## src/rtl/armaria_input_pkg.sv

```systemverilog
// Shared types and constants for the human input conditioning path.
package armaria_input_pkg;

    typedef enum logic [1:0] {
        IDLE         = 2'd0,
        PRESS_WAIT   = 2'd1,
        HELD         = 2'd2,
        RELEASE_WAIT = 2'd3
    } debounce_state_t;

    // 20 ms of stable level at a 50 MHz core clock.
    localparam int DEFAULT_DEBOUNCE_CYCLES = 1000000;

    // Per-bit value the switch synchronizer holds while in reset.
    localparam logic SW_RESET_VALUE = 1'b0;

    // The button is active-low, so "released" is a 1 on the raw pin.
    localparam logic BUTTON_RESET_VALUE = 1'b1;

endpackage

```

## src/rtl/sync_2ff.sv

```systemverilog
// Two-stage flip-flop synchronizer for asynchronous board inputs.
module sync_2ff #(
    parameter int               WIDTH       = 1,
    parameter logic [WIDTH-1:0] RESET_VALUE = '0
) (
    input  logic             clock,
    input  logic             reset,
    input  logic [WIDTH-1:0] d,
    output logic [WIDTH-1:0] q
);

    logic [WIDTH-1:0] meta;

    // Both stages return to the idle level on reset so no spurious edge is seen.
    always_ff @(posedge clock or negedge reset) begin
        if (!reset) begin
            meta <= RESET_VALUE;
            q    <= RESET_VALUE;
        end else begin
            meta <= d;
            q    <= meta;
        end
    end

endmodule

```

## src/rtl/human_input_conditioner.sv

```systemverilog
// Synchronizes the confirmation button and slide switches, debounces the
// button, and hands one switch snapshot per accepted press to the core.
module human_input_conditioner
    import armaria_input_pkg::*;
#(
    parameter int IO_WIDTH        = 16,
    parameter int DEBOUNCE_CYCLES = DEFAULT_DEBOUNCE_CYCLES
) (
    input  logic                clock,
    input  logic                reset,
    input  logic                button_raw,
    input  logic [IO_WIDTH:0]   sw_raw,
    input  logic                take,
    output logic                confirmation,
    output logic                confirmation_pulse,
    output logic [IO_WIDTH:0]   sw_live,
    output logic [IO_WIDTH:0]   sw_data,
    output logic                sw_valid,
    output logic                overrun
);

    localparam int COUNT_WIDTH = $clog2(DEBOUNCE_CYCLES);
    localparam logic [COUNT_WIDTH-1:0] COUNT_ONE  = COUNT_WIDTH'(1);
    localparam logic [COUNT_WIDTH-1:0] COUNT_LAST = COUNT_WIDTH'(DEBOUNCE_CYCLES - 1);

    logic                   button_sync;
    logic                   pressed_s;
    logic                   accept_press;
    debounce_state_t        state;
    debounce_state_t        state_next;
    logic [COUNT_WIDTH-1:0] count;
    logic [COUNT_WIDTH-1:0] count_next;

    sync_2ff #(
        .WIDTH       (1),
        .RESET_VALUE (BUTTON_RESET_VALUE)
    ) button_sync_inst (
        .clock (clock),
        .reset (reset),
        .d     (button_raw),
        .q     (button_sync)
    );

    sync_2ff #(
        .WIDTH       (IO_WIDTH + 1),
        .RESET_VALUE ({(IO_WIDTH + 1){SW_RESET_VALUE}})
    ) sw_sync_inst (
        .clock (clock),
        .reset (reset),
        .d     (sw_raw),
        .q     (sw_live)
    );

    assign pressed_s = ~button_sync;

    // Debounce state and run-length counter.
    always_ff @(posedge clock or negedge reset) begin
        if (!reset) begin
            state <= IDLE;
            count <= '0;
        end else begin
            state <= state_next;
            count <= count_next;
        end
    end

    // A level change is accepted only after an unbroken run of opposite samples.
    always_comb begin
        state_next = state;
        count_next = count;
        case (state)
            IDLE: begin
                if (pressed_s) begin
                    state_next = PRESS_WAIT;
                    count_next = COUNT_ONE;
                end else begin
                    count_next = '0;
                end
            end
            PRESS_WAIT: begin
                if (!pressed_s) begin
                    state_next = IDLE;
                    count_next = '0;
                end else if (count == COUNT_LAST) begin
                    state_next = HELD;
                    count_next = '0;
                end else begin
                    count_next = count + COUNT_ONE;
                end
            end
            HELD: begin
                if (!pressed_s) begin
                    state_next = RELEASE_WAIT;
                    count_next = COUNT_ONE;
                end else begin
                    count_next = '0;
                end
            end
            RELEASE_WAIT: begin
                if (pressed_s) begin
                    state_next = HELD;
                    count_next = '0;
                end else if (count == COUNT_LAST) begin
                    state_next = IDLE;
                    count_next = '0;
                end else begin
                    count_next = count + COUNT_ONE;
                end
            end
            default: begin
                state_next = IDLE;
                count_next = '0;
            end
        endcase
    end

    // Debounced level follows the state; the press acceptance condition feeds the pulse register.
    always_comb begin
        confirmation = (state == HELD) || (state == RELEASE_WAIT);
        accept_press = (state == PRESS_WAIT) && pressed_s && (count == COUNT_LAST);
    end

    // Registering the pulse aligns it with the first HELD cycle.
    always_ff @(posedge clock or negedge reset) begin
        if (!reset) begin
            confirmation_pulse <= 1'b0;
        end else begin
            confirmation_pulse <= accept_press;
        end
    end

    // Snapshot capture and valid/take handshake; a capture beats a same-cycle take.
    always_ff @(posedge clock or negedge reset) begin
        if (!reset) begin
            sw_data  <= '0;
            sw_valid <= 1'b0;
            overrun  <= 1'b0;
        end else if (confirmation_pulse) begin
            sw_data  <= sw_live;
            sw_valid <= 1'b1;
            if (sw_valid) begin
                overrun <= ~take;
            end
        end else if (take && sw_valid) begin
            sw_valid <= 1'b0;
            overrun  <= 1'b0;
        end
    end

endmodule

```

## config.mk

```make
export PLATFORM = sky130hd
export DESIGN_NAME = human_input_conditioner
export DESIGN_NICKNAME = d
export VERILOG_FILES = /design/src/rtl/armaria_input_pkg.sv /design/src/rtl/sync_2ff.sv /design/src/rtl/human_input_conditioner.sv
export SDC_FILE = /design/constraint.sdc
export NUM_CORES = 1
export LEC_CHECK = 0
export ABC_AREA = 1
export CORE_AREA = 8 8 83 85
export CTS_CLUSTER_DIAMETER = 60
export DETAILED_ROUTE_END_ITERATION = 10
export DIE_AREA = 0 0 91 93
export HOLD_SLACK_MARGIN = 0.08
export PLACE_DENSITY = 0.82
export SLEW_MARGIN = 20
export SYNTH_ARGS = -nofsm -noshare
export SYNTH_HDL_FRONTEND = slang
export SYNTH_HIERARCHICAL = 1
export SYNTH_SLANG_ARGS = --single-unit
```

## constraint.sdc

```tcl
create_clock -name clock -period 3.7 [get_ports clock]
set_input_delay 0.555 -clock clock [delete_from_list [all_inputs] [get_ports clock]]
set_output_delay 0.555 -clock clock [all_outputs]
set_load 0.01 [all_outputs]
```

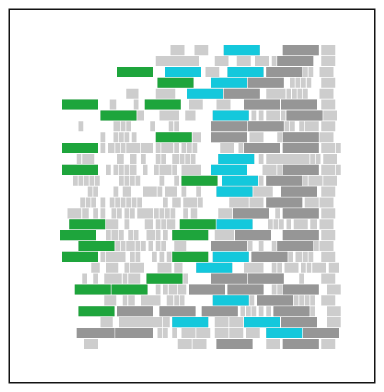
(run_1/flops_by_reg.png)
(4 px per µm)
Cyan is sw_sync_inst/meta, placed flops 17. Green is count, placed flops 20.
Another 41 sequential cells are not colored.
power of the sequential group: 890 µW
final core utilization: 67.35%
Seq. cell area: 0.001954 mm²
flip-flop and latch share of the layout cell area: 51.13%

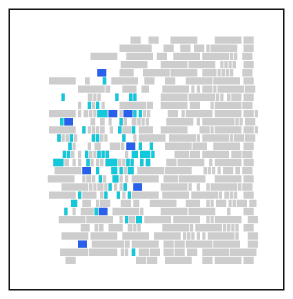
(run_1/logic_types.png)
(3 px per µm)
Cyan is nor cells, cells 57, most used nor2_1. Blue is xor and xnor cells, cells 9, most used xor2_1.
logic gate fraction of the total cell area: 22.42%
final cell count without fillers: 438
most frequent logic cell in the layout: sky130_fd_sc_hd__nand2_1

==> Table 3: Implementation characteristics, run 1 <==
Physical design parameters

Parameter                              Value

Outcome
  Result of the run    finished clean

Job
  Tool warning count    26

Final layout
  Count of inserted antenna diode cells    0
  Area delta synth->final    29.78%

Hold path
  Tightest Hold Check Type    input pin to async pin

Worst setup path
  Start-to-end type of the worst setup path    register to output port
  CP max stage delay    740 ps
  Worst EP required    around 3100 ps
  Critical path destination    confirmation_pulse
  Worst path cell trace    clkdlybuf4s50_1
  Reg-to-reg endpoint    count[19]

Detailed routing
  Antenna-violating nets left    0
  Number of search-and-repair iterations in the first detailed-routing pass    4

Pwr
  Power density of the placed cells    452.6 mW/mm²
  Power share of the sequential group    around half
  Fraction of power spent switching nets    20.17%
  Switching Power    348.9 µW

GRT
  Antenna violations before repair    0
  Pin count of the biggest net entering global routing    79
  Total congestion overflow after global routing    0

Clocking
  Quantity of gates resized following cts    0
  Total setup buffers inserted after CTS    0
  Number of buffers on the longest clock path    2
  Clock buffer count from CTS    9
  Post-cts hold buffer count    0
  Clock tree from TritonCTS    done
  Insertion delay to the later sink of the worst-skew pair    340 ps

Final timing
  Fin Setup TNS    0 ps
  Final Hold Vio Count    0
  Crit share post-route    62.04%

Logic synthesis
  Most used standard cells in the synthesized netlist    sky130_fd_sc_hd__nand2_1, sky130_fd_sc_hd__dfrtp_1, sky130_fd_sc_hd__nor2_1, sky130_fd_sc_hd__inv_1, sky130_fd_sc_hd__nand3_1
  Leading cell type by number of instances after synthesis    sky130_fd_sc_hd__nand2_1
  EDFF count, synth    0
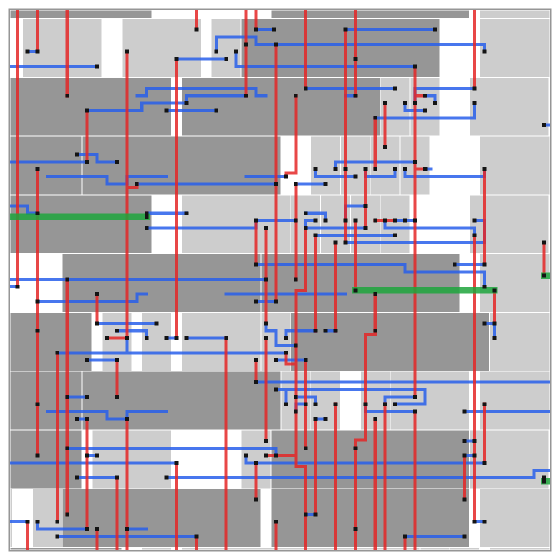
(run_1/detail.png)
Region (56, 57) to (81, 82) µm. Cells in gray, sequential cells in the stronger gray; small squares are vias.
Red is metal 2. Green is metal 3. Blue is metal 1.
46 logic cells have their middle in the window. Sequential cells in the window: 12. Netlist names of flops here include sw_sync_inst/q (6), sw_data (5). Most frequent: nand2_1 (19), clkdlybuf4s50_1 (14), dfrtp_1 (12).

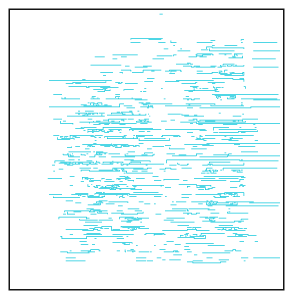
(run_1/layer_met1.png)
(3 px per µm)
The wires run mostly horizontal. 339 nets have wire on it.
post-detailed-routing wire length: 5952 µm
global-route met1 utilization: 18.01%
DR vias: 2104

run 1: kinds of logic (layout without fill, tap and decap cells):
kind of cell	Yosys count	after routing	share of synthesized area, %
and+or+nand+nor	168	168	24.26
AOI/OAI and AO/OA	9	9	1.742
adders and majority gates	1	1	0.4247
xor gates and xnor gates	9	9	2.676
buffers and inverters	31	98	4.545
DFF	78	78	66.35
run 1: worst min path at each step:
stage                           from            endpoint  cells after the start
2_1_floorplan                  reset           async pin                      0
3_3_place_gp   sw_sync_inst/meta[13]  sw_sync_inst/q[13]                      0
3_5_place_dp   sw_sync_inst/meta[10]  sw_sync_inst/q[10]                      0
4_1_cts        sw_sync_inst/meta[16]  sw_sync_inst/q[16]                      0
5_1_grt        sw_sync_inst/meta[14]  sw_sync_inst/q[14]                      0
6_report                       reset            sw_valid                      1
run 1: metal layers:
metal	wire length (µm)	vias to the layer above	track usage (%)
li1	-	1030	-
met1	2625	1003	18.01
met2	2882	65	24.85
met3	400	6	5.689
met4	44	0	5.457
met5	0	-	0
run 1: cell type report:
type	instances	area, µm²	share of cell area [%]
clock buffer	10	137.6	3.601
clock inverter	5	107.6	2.815
inverter	25	93.84	2.455
multi-input combinational	187	857.1	22.42
sequential	78	1954	51.13
tap	75	93.84	2.455
timing repair buffer	58	578.1	15.12
run 1: state kept, by name, summed over array words and instances (netlist names), named ones only:
signal                 flops
confirmation_pulse         1
sw_valid                   1
sw_sync_inst/q            17
state                      1
button_sync_inst/q         1
overrun                    1
count                     20
button_sync_inst/meta      1
sw_data                   17
sw_sync_inst/meta         17
run 1: metrics by stage:
stage                     setup WS (ps)  std cells  cell area [µm²]
after CTS                          1361        438             3822
after global routing               1294        438             3822
final                              1405        438             3822
after floorplan                    2309        296             2945
after global placement             1752        423             3577
after detailed placement           1729        423             3577
==> run 1 -> run 2 <==
--- a/config.mk
+++ b/config.mk
@@ -6,12 +6,12 @@
 export NUM_CORES = 1
 export LEC_CHECK = 0
 export ABC_AREA = 1
-export CORE_AREA = 8 8 83 85
+export CORE_AREA = 8 8 90 92
 export CTS_CLUSTER_DIAMETER = 60
 export DETAILED_ROUTE_END_ITERATION = 10
-export DIE_AREA = 0 0 91 93
+export DIE_AREA = 0 0 98 100
 export HOLD_SLACK_MARGIN = 0.08
-export PLACE_DENSITY = 0.82
+export PLACE_DENSITY = 0.73
 export SLEW_MARGIN = 20
 export SYNTH_ARGS = -nofsm -noshare
 export SYNTH_HDL_FRONTEND = slang
==> constraint.sdc (replaced) <==
create_clock -name clock -period 1.9 [get_ports clock]
set_input_delay 0.285 -clock clock [delete_from_list [all_inputs] [get_ports clock]]
set_output_delay 0.285 -clock clock [all_outputs]
set_load 0.01 [all_outputs]
==> Table 3: Implementation characteristics, run 2 <==
Physical design parameters

Parameter                              Value

Pwr
  Power share of the sequential group    55.5% (+4.0 points)
  Fraction of power spent switching nets    22.69% (+2.5 points)
  Power density of the placed cells    812.0 mW/mm² (+79%)

Worst setup path
  Worst EP required    2140 ps (-1000 ps)
  Start-to-end type of the worst setup path    register to register
  CP max stage delay    470 ps (-270 ps)
  Reg-to-reg endpoint    count[2]

Clocking
  Clock tree from TritonCTS    done
  Number of buffers on the longest clock path    2 (unchanged)
  Total setup buffers inserted after CTS    0 (unchanged)
  Insertion delay to the later sink of the worst-skew pair    350 ps (about the same)

Hold path
  Worst Hold Path EP    sw_sync_inst/q[5]
  Tightest Hold Check Type    register to register
  Depth of the worst hold-timing path    0
  Start point of the worst min-delay path    sw_sync_inst/meta[5]

Logic synthesis
  Area fraction in full adders, half adders and majority gates    0.4248% (unchanged)
  Fraction of the mapped netlist area in compound gates    1.742% (unchanged)
  Leading cell type by number of instances after synthesis    sky130_fd_sc_hd__nand2_1
  Xor-xnor portion of the synthesized cell area    2.676% (unchanged)
  And+or+nand+nor area frac    24.26% (unchanged)
  Most used standard cells in the synthesized netlist    sky130_fd_sc_hd__nand2_1, sky130_fd_sc_hd__dfrtp_1, sky130_fd_sc_hd__nor2_1, sky130_fd_sc_hd__inv_1, sky130_fd_sc_hd__nand3_1
  Largest family of logic cells by area    simple AND/OR/NAND/NOR gates
  EDFF count, synth    0 (unchanged)
  Mux frac, synth    0% (unchanged)

Final timing
  Final Hold Vio Count    0 (unchanged)
  Crit share post-route    88.04%
  Fin Setup TNS    0 ps (unchanged)

Detailed routing
  Number of search-and-repair iterations in the first detailed-routing pass    4 (unchanged)
  Antenna-violating nets left    0 (unchanged)
  Post-detailed-routing wire length    5904 µm (-0.81%)
  DR vias    2088 (-0.76%)

GRT
  Met3 global-route usage    5.052% (-0.64 points)
  Global-route met1 utilization    16.01% (-2.0 points)

Final layout
  Final core utilization    57.89% (-9.5 points)
  Total area of multi-input combinational cells    857.1 µm² (unchanged)
  Most frequent logic cell in the layout    sky130_fd_sc_hd__nand2_1
  Max FFs per register    20 (unchanged)
  Area delta synth->final    30.59%
  Post-route design area    0.003846 mm² (+0.62%)
  Count of inserted antenna diode cells    0 (unchanged)

Outcome
  Result of the run    finished clean

Placed design
  Instance area at placement    0.003638 mm² (+1.7%)

Job
  Tool warning count    26 (unchanged)
## run 2: cell counts after synthesis
Identical to the previous run, type by type.
## run 2: power by group through the flow
stage | clock network [mW] | registers, mW | logic [mW]
6_report | 1.22 | 1.73 | 0.175
5_1_grt | 1.34 | 1.74 | 0.195
4_1_cts | 1.26 | 1.73 | 0.180
3_5_place_dp | 0 | 1.76 | 0.177
3_3_place_gp | 0 | 1.76 | 0.176
2_1_floorplan | 0 | 1.77 | 0.0394
## run 2: kinds of logic after synthesis
family          count (synthesis)
compound gates                  9
buf+inv                        31
simple gates                  168
flops                          78
fa+ha+maj                       1
xor+xnor                        9
## run 2: final cells by class
type,instances,share of cell area [%]
clock buffers,10,3.318
clock inverters,6,1.822
inverters,25,2.440
multi-input cells,187,22.28
flip-flops and latches,78,50.81
well taps,80,2.602
repair buffers,63,16.72
## run 2: stage by stage
step | worst slack [ps] | std cells
2_1_floorplan | 509.2 | 296
3_3_place_gp | 284.3 | 432
3_5_place_dp | 218.1 | 432
4_1_cts | 209.7 | 449
5_1_grt | 27.05 | 449
6_report | 227.2 | 449
## run 2: worst max-delay path by stage
stage,cells after the start,end,slack (ps)
after CTS,7,count[2],210
after global placement,7,count[2],280
after detailed placement,7,count[2],220
final,7,count[2],230
after floorplan,7,count[0],510
after global routing,7,count[2],30
## run 2: worst max-delay path: cells and delay by family (launching register included)
kind          cells  cell delay (ps)
buf+inv           1              180
flops             1              470
simple gates      5              680
fa+ha+maj         1              240
## run 2: timing repair
item	in CTS	in global routing
gates resized	0	0
hold buffers	1	0
endpoints found under the hold margin	40	0
## run 2: routing by layer
| layer | up-vias | wire length [µm] |
|---|---|---|
| li1 | 1037 | - |
| met1 | 985 | 2710 |
| met2 | 58 | 2663 |
| met3 | 8 | 441 |
| met4 | 0 | 89 |
| met5 | - | 0 |
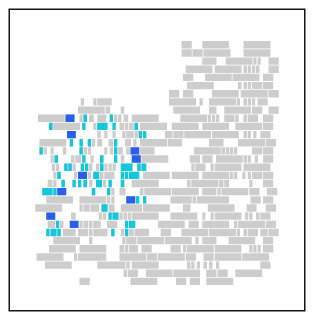
(run_2/logic_types.png)
(3 px per µm)
Blue is xor and xnor cells, cells 9, most used xor2_1, where west. Cyan is nor cells, cells 57, most used nor2_1.
logic gate fraction of the total cell area: 22.28%
final cell count without fillers: 449

Power is estimated from default activity; no workload was simulated.
